<file path="config.mk">
export PLATFORM = sky130hd
export DESIGN_NAME = fft_symbol_scheduler
export DESIGN_NICKNAME = d
export VERILOG_FILES = /design/src/rtl/fft_symbol_scheduler.sv
export SDC_FILE = /design/constraint.sdc
export NUM_CORES = 1
export LEC_CHECK = 0
export CORE_ASPECT_RATIO = 0.7
export CORE_MARGIN = 2
export CORE_UTILIZATION = 30
export DETAILED_ROUTE_END_ITERATION = 12
export SKIP_CTS_REPAIR_TIMING = 1
export SYNTH_ARGS = -nofsm -noshare
export SYNTH_HDL_FRONTEND = slang
export SYNTH_SLANG_ARGS = --single-unit
export TNS_END_PERCENT = 5
</file>
<file path="constraint.sdc">
create_clock -name clk_i -period 1.8 [get_ports clk_i]
set_input_delay 0.36 -clock clk_i [delete_from_list [all_inputs] [get_ports clk_i]]
set_output_delay 0.36 -clock clk_i [all_outputs]
set_load 0.005 [all_outputs]
</file>
<file path="src/rtl/fft_symbol_scheduler.sv">
// Gates the PSS-aligned sample stream into FFT windows for one SSB burst:
// forwards NUM_SYMBOLS windows of FFT_LEN samples and drops the CP between them.
module fft_symbol_scheduler #(
  parameter int IN_DW       = 32,
  parameter int FFT_LEN     = 256,
  parameter int CP_LEN      = 18,
  parameter int NUM_SYMBOLS = 4,
  localparam int SYM_W      = (NUM_SYMBOLS > 1) ? $clog2(NUM_SYMBOLS) : 1
) (
  input  logic             clk_i,
  input  logic             reset_i,
  input  logic [IN_DW-1:0] s_axis_in_tdata,
  input  logic             s_axis_in_tvalid,
  input  logic             SSB_start_i,
  output logic [IN_DW-1:0] m_axis_out_tdata,
  output logic             m_axis_out_tvalid,
  output logic             m_axis_out_tlast,
  output logic [SYM_W-1:0] m_axis_out_tuser,
  output logic             symbol_start_o,
  output logic             busy_o,
  output logic             done_o
);

  localparam int SMP_W = (FFT_LEN > 1) ? $clog2(FFT_LEN) : 1;
  localparam int CP_W  = (CP_LEN > 0) ? $clog2(CP_LEN + 1) : 1;
  localparam logic [SMP_W-1:0] SMP_LAST = SMP_W'(FFT_LEN - 1);
  localparam logic [CP_W-1:0]  CP_LAST  = CP_W'((CP_LEN > 0) ? CP_LEN - 1 : 0);
  localparam logic [SYM_W-1:0] SYM_LAST = SYM_W'(NUM_SYMBOLS - 1);

  // ARM: start seen on an invalid cycle, waiting for the first valid sample
  typedef enum logic [2:0] {IDLE, ARM, WINDOW, CP, DONE} state_t;

  state_t           state, state_nx;
  logic [SMP_W-1:0] smp_cnt, smp_cnt_nx;
  logic [CP_W-1:0]  cp_cnt, cp_cnt_nx;
  logic [SYM_W-1:0] sym_cnt, sym_cnt_nx;

  logic [IN_DW-1:0] tdata_nx;
  logic             tvalid_nx, tlast_nx, sstart_nx, busy_nx, done_nx;
  logic [SYM_W-1:0] tuser_nx;

  always_ff @(posedge clk_i) begin
    if (reset_i) begin
      state             <= IDLE;
      smp_cnt           <= '0;
      cp_cnt            <= '0;
      sym_cnt           <= '0;
      m_axis_out_tdata  <= '0;
      m_axis_out_tvalid <= 1'b0;
      m_axis_out_tlast  <= 1'b0;
      m_axis_out_tuser  <= '0;
      symbol_start_o    <= 1'b0;
      busy_o            <= 1'b0;
      done_o            <= 1'b0;
    end else begin
      state             <= state_nx;
      smp_cnt           <= smp_cnt_nx;
      cp_cnt            <= cp_cnt_nx;
      sym_cnt           <= sym_cnt_nx;
      m_axis_out_tdata  <= tdata_nx;
      m_axis_out_tvalid <= tvalid_nx;
      m_axis_out_tlast  <= tlast_nx;
      m_axis_out_tuser  <= tuser_nx;
      symbol_start_o    <= sstart_nx;
      busy_o            <= busy_nx;
      done_o            <= done_nx;
    end
  end

  always_comb begin
    state_nx   = state;
    smp_cnt_nx = smp_cnt;
    cp_cnt_nx  = cp_cnt;
    sym_cnt_nx = sym_cnt;
    tdata_nx   = m_axis_out_tdata;
    tvalid_nx  = 1'b0;
    tlast_nx   = 1'b0;
    tuser_nx   = m_axis_out_tuser;
    sstart_nx  = 1'b0;
    // DONE lasts one cycle whatever tvalid does; a start may override it below
    done_nx    = (state == DONE);
    if (state == DONE) state_nx = IDLE;

    if (SSB_start_i && !s_axis_in_tvalid) begin
      state_nx   = ARM;
      smp_cnt_nx = '0;
      cp_cnt_nx  = '0;
      sym_cnt_nx = '0;
    end else if (s_axis_in_tvalid && (SSB_start_i || state == ARM)) begin
      // start (or pending start) aborts whatever is running: this is window 0 sample 0
      state_nx   = WINDOW;
      smp_cnt_nx = SMP_W'(1);
      cp_cnt_nx  = '0;
      sym_cnt_nx = '0;
      tdata_nx   = s_axis_in_tdata;
      tvalid_nx  = 1'b1;
      tuser_nx   = '0;
      sstart_nx  = 1'b1;
    end else if (s_axis_in_tvalid) begin
      case (state)
        WINDOW: begin
          tdata_nx  = s_axis_in_tdata;
          tvalid_nx = 1'b1;
          tuser_nx  = sym_cnt;
          sstart_nx = (smp_cnt == '0);
          if (smp_cnt == SMP_LAST) begin
            tlast_nx   = 1'b1;
            smp_cnt_nx = '0;
            if (sym_cnt == SYM_LAST) begin
              state_nx = DONE;
            end else begin
              sym_cnt_nx = sym_cnt + SYM_W'(1);
              state_nx   = (CP_LEN > 0) ? CP : WINDOW;
            end
          end else begin
            smp_cnt_nx = smp_cnt + SMP_W'(1);
          end
        end
        CP: begin
          if (cp_cnt == CP_LAST) begin
            cp_cnt_nx = '0;
            state_nx  = WINDOW;
          end else begin
            cp_cnt_nx = cp_cnt + CP_W'(1);
          end
        end
        default: ;
      endcase
    end

    busy_nx = (state_nx == ARM) || (state_nx == WINDOW) || (state_nx == CP);
  end

endmodule

</file>
==> deck_impl_summary.md, run 1 <==
Implementation Results

Run status
  • Result of the run: finished, final reports clean

Clocking
  • Clk root buf: sky130_fd_sc_hd__clkbuf_16

Logic synthesis
  • Synthesized instance count: about 290
  • Net Count, Synth: 328
  • Largest logic family: simple AND/OR/NAND/NOR gates

Pwr
  • Internal power component: 2630 µW
  • Power in combinational cells: 428 µW

Worst hold path
  • End point of the most critical hold path: m_axis_out_tuser[0]

Global route
  • Maximum number of pins on one net before global-route repair: 39
  • Busiest grt layer: met1

Run
  • Count of max-cap constraint violations: 0

Finish
  • Clk cell area share: 8.00%
  • Final-layout fill cell count: 764
  • Register share of the cell area: 30.8%
  • Antenna diodes: 0

Timing
  • Portion of the clock cycle consumed by the worst path in the final layout: 90.9%
  • Relative slew margins: roughly 66%
  • Max frequency: 611 MHz
  • Count of pins over their slew limit: 0
  • Worst Tran Pin Value: 0.511 ns
  • # setup viols final: 0
  • Sum of negative setup slack: 0 ns

Setup path
  • Launching point of the worst reg2reg path: smp_cnt[1]
  • Sum of buffers and inverters on the critical path: 0

Die
  • Chip Height: ~80 µm
  • DIE AREA: 0.00893 mm²
  • N_taps: 101

Placed design
  • Number of buffers added on ports: 74
==> run_1/flops_by_reg.png <==
Other sequential cells in the stronger grey, the rest of the logic in the fainter grey.
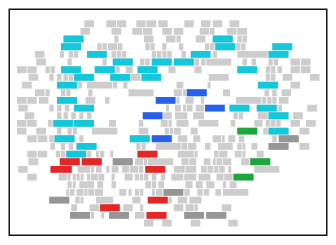
legend:
  cyan:
    name_in_the_netlist: m_axis_out_tdata
    placed_flops: 32
  green:
    name_in_the_netlist: state
    placed_flops: 3
  blue:
    name_in_the_netlist: cp_cnt
    placed_flops: 5
    where: centre
  red:
    name_in_the_netlist: smp_cnt
    placed_flops: 8
not coloured: 9
Reg area: 0.00114 mm²
power in sequential cells: 1350 µW

==> run_1/wires.png <==
Bar = 20 µm.
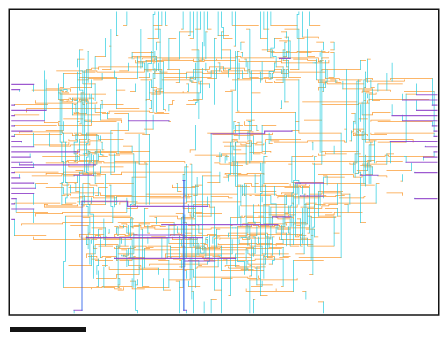
legend:
  cyan:
    layer: metal 2
    wire_length: 2770 µm
  purple:
    layer: metal 3
    wire_length: 420 µm
  blue:
    layer: metal 4
    wire_length: 62.6 µm
  orange:
    layer: metal 1
    wire_length: 3310 µm
number of vias in the routed layout: 2373
GRT Util Overall: 14.8%
routed wirelength normalized by instance count: 13.8 µm
total routed wirelength: 6560 µm

==> run_1/clk_routes.png <==
Bar = 20 µm.
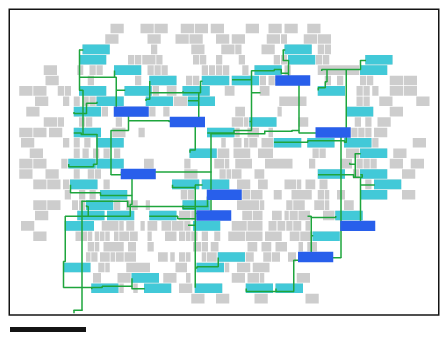
legend:
  blue:
    item: clock drivers
    count: 9
  cyan:
    item: flip-flops
    count: 57
  green:
    item: clock wires
    length: 761 µm
flops lie: widely spread
routed clock nets: 10
Latency at later pin: 0.32 ns
worst clock skew: 0.00797 ns
clock-net power: 1660 µW
Clock power frac: 48.3%

==> run_1/io_placement.png <==
Pins as bars across the die edge, other pins in grey.
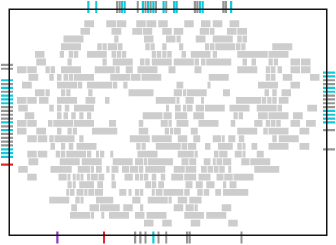

==> inputs of run 2 (changes only) <==
--- a/config.mk
+++ b/config.mk
@@ -5,10 +5,12 @@
 export SDC_FILE = /design/constraint.sdc
 export NUM_CORES = 1
 export LEC_CHECK = 0
+export ABC_CLOCK_PERIOD_IN_PS = 1800
 export CORE_ASPECT_RATIO = 0.7
 export CORE_MARGIN = 2
 export CORE_UTILIZATION = 30
 export DETAILED_ROUTE_END_ITERATION = 12
+export PLACE_DENSITY = 0.61
 export SKIP_CTS_REPAIR_TIMING = 1
 export SYNTH_ARGS = -nofsm -noshare
 export SYNTH_HDL_FRONTEND = slang
==> run_2/io_placement.png <==
Pins as bars across the die edge, other pins in grey.
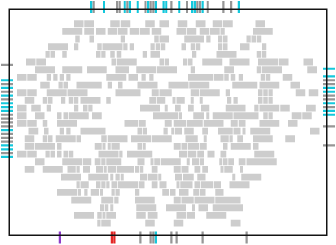
legend:
  purple:
    port: clk_i
    pins: 1
    direction: input
    edge: south
  red:
    port: m_axis_out_tuser
    pins: 2
    direction: output
    edge: south
  cyan:
    port: m_axis_out_tdata
    pins: 32
    direction: output
    edge: 14 north, 10 west, 7 east, 1 south
all pins by edge: 28 north, 22 west, 14 east, 11 south
Chip Height: 79.7 µm
chip width: 112 µm
number of buffers added on ports: 74

==> run 2 against run 1 <==
Against the previous run:
- fmax down 4.2%
- utilization up 0.44 points
- sequential cell count unchanged
- clock power up 8%
- critical path depth unchanged
- combinational power about the same
- first-iteration DRC count down 55%
- critical path type unchanged
- critical endpoint is now state[2]
- largest cell class unchanged
- largest power group unchanged
==> deck_impl_summary.md, run 2 <==
Implementation Results

Run status
  • Result of the run: finished, final reports clean (unchanged)

Logic synthesis
  • Net Count, Synth: 328 (unchanged)
  • Synthesized instance count: 287 (unchanged)

Timing
  • Relative slew margins: 70.8% (was 65.9%)
  • Portion of the clock cycle consumed by the worst path in the final layout: 95.0% (was 90.9%)
  • Count of pins over their slew limit: 0 (unchanged)
  • Sum of negative setup slack: 0 ns (unchanged)
  • Max frequency: 585 MHz (was 611 MHz)
  • Worst Tran Pin Value: 0.437 ns (was 0.511 ns)
  • # setup viols final: 0 (unchanged)

Finish
  • Reg area: 0.00114 mm² (about the same)
  • Clk cell area share: 8.50% (was 8.00%)
  • Final-layout fill cell count: 792 (was 764)

Global route
  • GRT Util Overall: 15.7% (was 14.8%)

Clocking
  • Clk root buf: sky130_fd_sc_hd__clkbuf_16 (unchanged)
  • Latency at later pin: 0.32 ns (about the same)

Setup path
  • Launching point of the worst reg2reg path: smp_cnt[1] (unchanged)
  • Sum of buffers and inverters on the critical path: 0 (unchanged)

Die
  • DIE AREA: 0.00893 mm² (unchanged)
  • N_taps: 101 (unchanged)

Run
  • Count of max-cap constraint violations: 0 (unchanged)

Pwr
  • Power in sequential cells: 1350 µW (about the same)

Detailed routing
  • Total routed wirelength: 6830 µm (was 6560 µm)
  • Number of vias in the routed layout: 2350 (was 2373)
  • Routed wirelength normalized by instance count: 14.3 µm (was 13.8 µm)

Worst hold path
  • End point of the most critical hold path: m_axis_out_tuser[1] (was m_axis_out_tuser[0])
==> run_2/clk_routes.png <==
Bar = 20 µm.
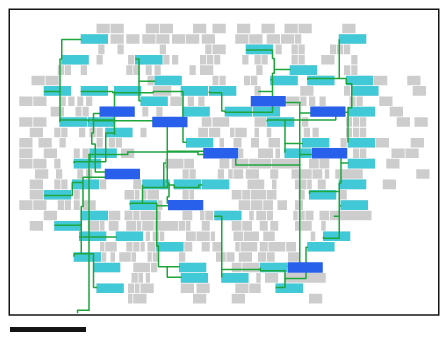
legend:
  blue:
    item: clock drivers
    count: 9
  cyan:
    item: flip-flops
    count: 57
  green:
    item: clock wires
    length: 761 µm
flops lie: widely spread
routed clock nets: 10
Clock power frac: 50.2%
clock-net power: 1790 µW
worst clock skew: 0.00824 ns

==> inputs of run 3 (changes only) <==
--- a/config.mk
+++ b/config.mk
@@ -15,4 +15,4 @@
 export SYNTH_ARGS = -nofsm -noshare
 export SYNTH_HDL_FRONTEND = slang
 export SYNTH_SLANG_ARGS = --single-unit
-export TNS_END_PERCENT = 5
+export TNS_END_PERCENT = 100
==> run_3/flops_by_reg.png <==
Other sequential cells in the stronger grey, the rest of the logic in the fainter grey.
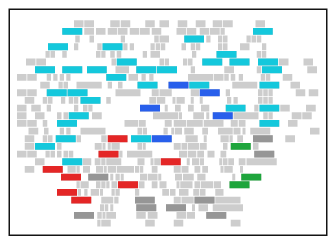
legend:
  red:
    name_in_the_netlist: smp_cnt
    placed_flops: 8
    where: south-west
  blue:
    name_in_the_netlist: cp_cnt
    placed_flops: 5
    where: centre
  cyan:
    name_in_the_netlist: m_axis_out_tdata
    placed_flops: 32
  green:
    name_in_the_netlist: state
    placed_flops: 3
register share of the cell area: 30.5%
utilization of the core after routing: 47.3%
Reg area: 0.00114 mm²

==> run_3/io_placement.png <==
Pins as bars across the die edge, other pins in grey.
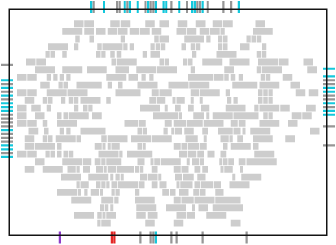
legend:
  purple:
    port: clk_i
    pins: 1
    direction: input
    edge: south
  red:
    port: m_axis_out_tuser
    pins: 2
    direction: output
    edge: south
  cyan:
    port: m_axis_out_tdata
    pins: 32
    direction: output
    edge: 14 north, 10 west, 7 east, 1 south
all pins by edge: 28 north, 22 west, 14 east, 11 south

==> run 3 against run 2 <==
Against the previous run:
- setup slack is the same
- register-to-register slack is essentially flat
- clock-buffer cell count is the same
- via count is the same
- critical path depth is the same
- synthesized cell count is the same
- fmax is the same
- power is the same
- clock power is essentially flat
- area after synthesis is the same
==> deck_impl_summary.md, run 3 <==
Implementation Results

Setup path
  • Launching point of the worst reg2reg path: smp_cnt[1] (unchanged)
  • Type of destination of the critical path: register (unchanged)
  • Sum of buffers and inverters on the critical path: 0 (unchanged)
  • Cell class contributing the biggest share of worst-path delay: simple AND/OR/NAND/NOR gates (unchanged)
  • R2r endpoint: state[2] (unchanged)

Clocking
  • Latency at later pin: 0.32 ns (about the same)

Global route
  • GRT Util Overall: 15.7% (unchanged)
  • Busiest grt layer: met2 (unchanged)
  • Maximum number of pins on one net before global-route repair: 33 (unchanged)

Timing
  • Sum of negative setup slack: 0 ns (unchanged)
  • Portion of the clock cycle consumed by the worst path in the final layout: 95.0% (unchanged)
  • # setup viols final: 0 (unchanged)
  • Worst Tran Pin Value: 0.437 ns (unchanged)
  • Relative slew margins: 70.8% (unchanged)
  • Count of pins over their slew limit: 0 (unchanged)

Die
  • Chip width: 112 µm (unchanged)
  • N_taps: 101 (unchanged)
  • Chip Height: 79.7 µm (unchanged)
  • DIE AREA: 0.00893 mm² (unchanged)

Detailed routing
  • Routed wirelength normalized by instance count: 14.3 µm (unchanged)
  • Total routed wirelength: 6830 µm (unchanged)

Worst hold path
  • End point of the most critical hold path: m_axis_out_tuser[1] (unchanged)

Pwr
  • Power in combinational cells: 426 µW (about the same)
  • Clock power frac: 50.2% (about the same)
  • Internal power component: 2820 µW (unchanged)

Finish
  • Nets@finish: 413 (unchanged)
  • Clk cell area share: 8.50% (unchanged)
  • Antenna diodes: 0 (unchanged)

Logic synthesis
  • Largest logic family: simple AND/OR/NAND/NOR gates (unchanged)
  • Synthesized instance count: 287 (unchanged)

Run status
  • Result of the run: finished, final reports clean (unchanged)

Run
  • Count of max-cap constraint violations: 0 (unchanged)

Placed design
  • Number of buffers added on ports: 74 (unchanged)
No activity file was given, so power comes from the tool's default toggle rates.
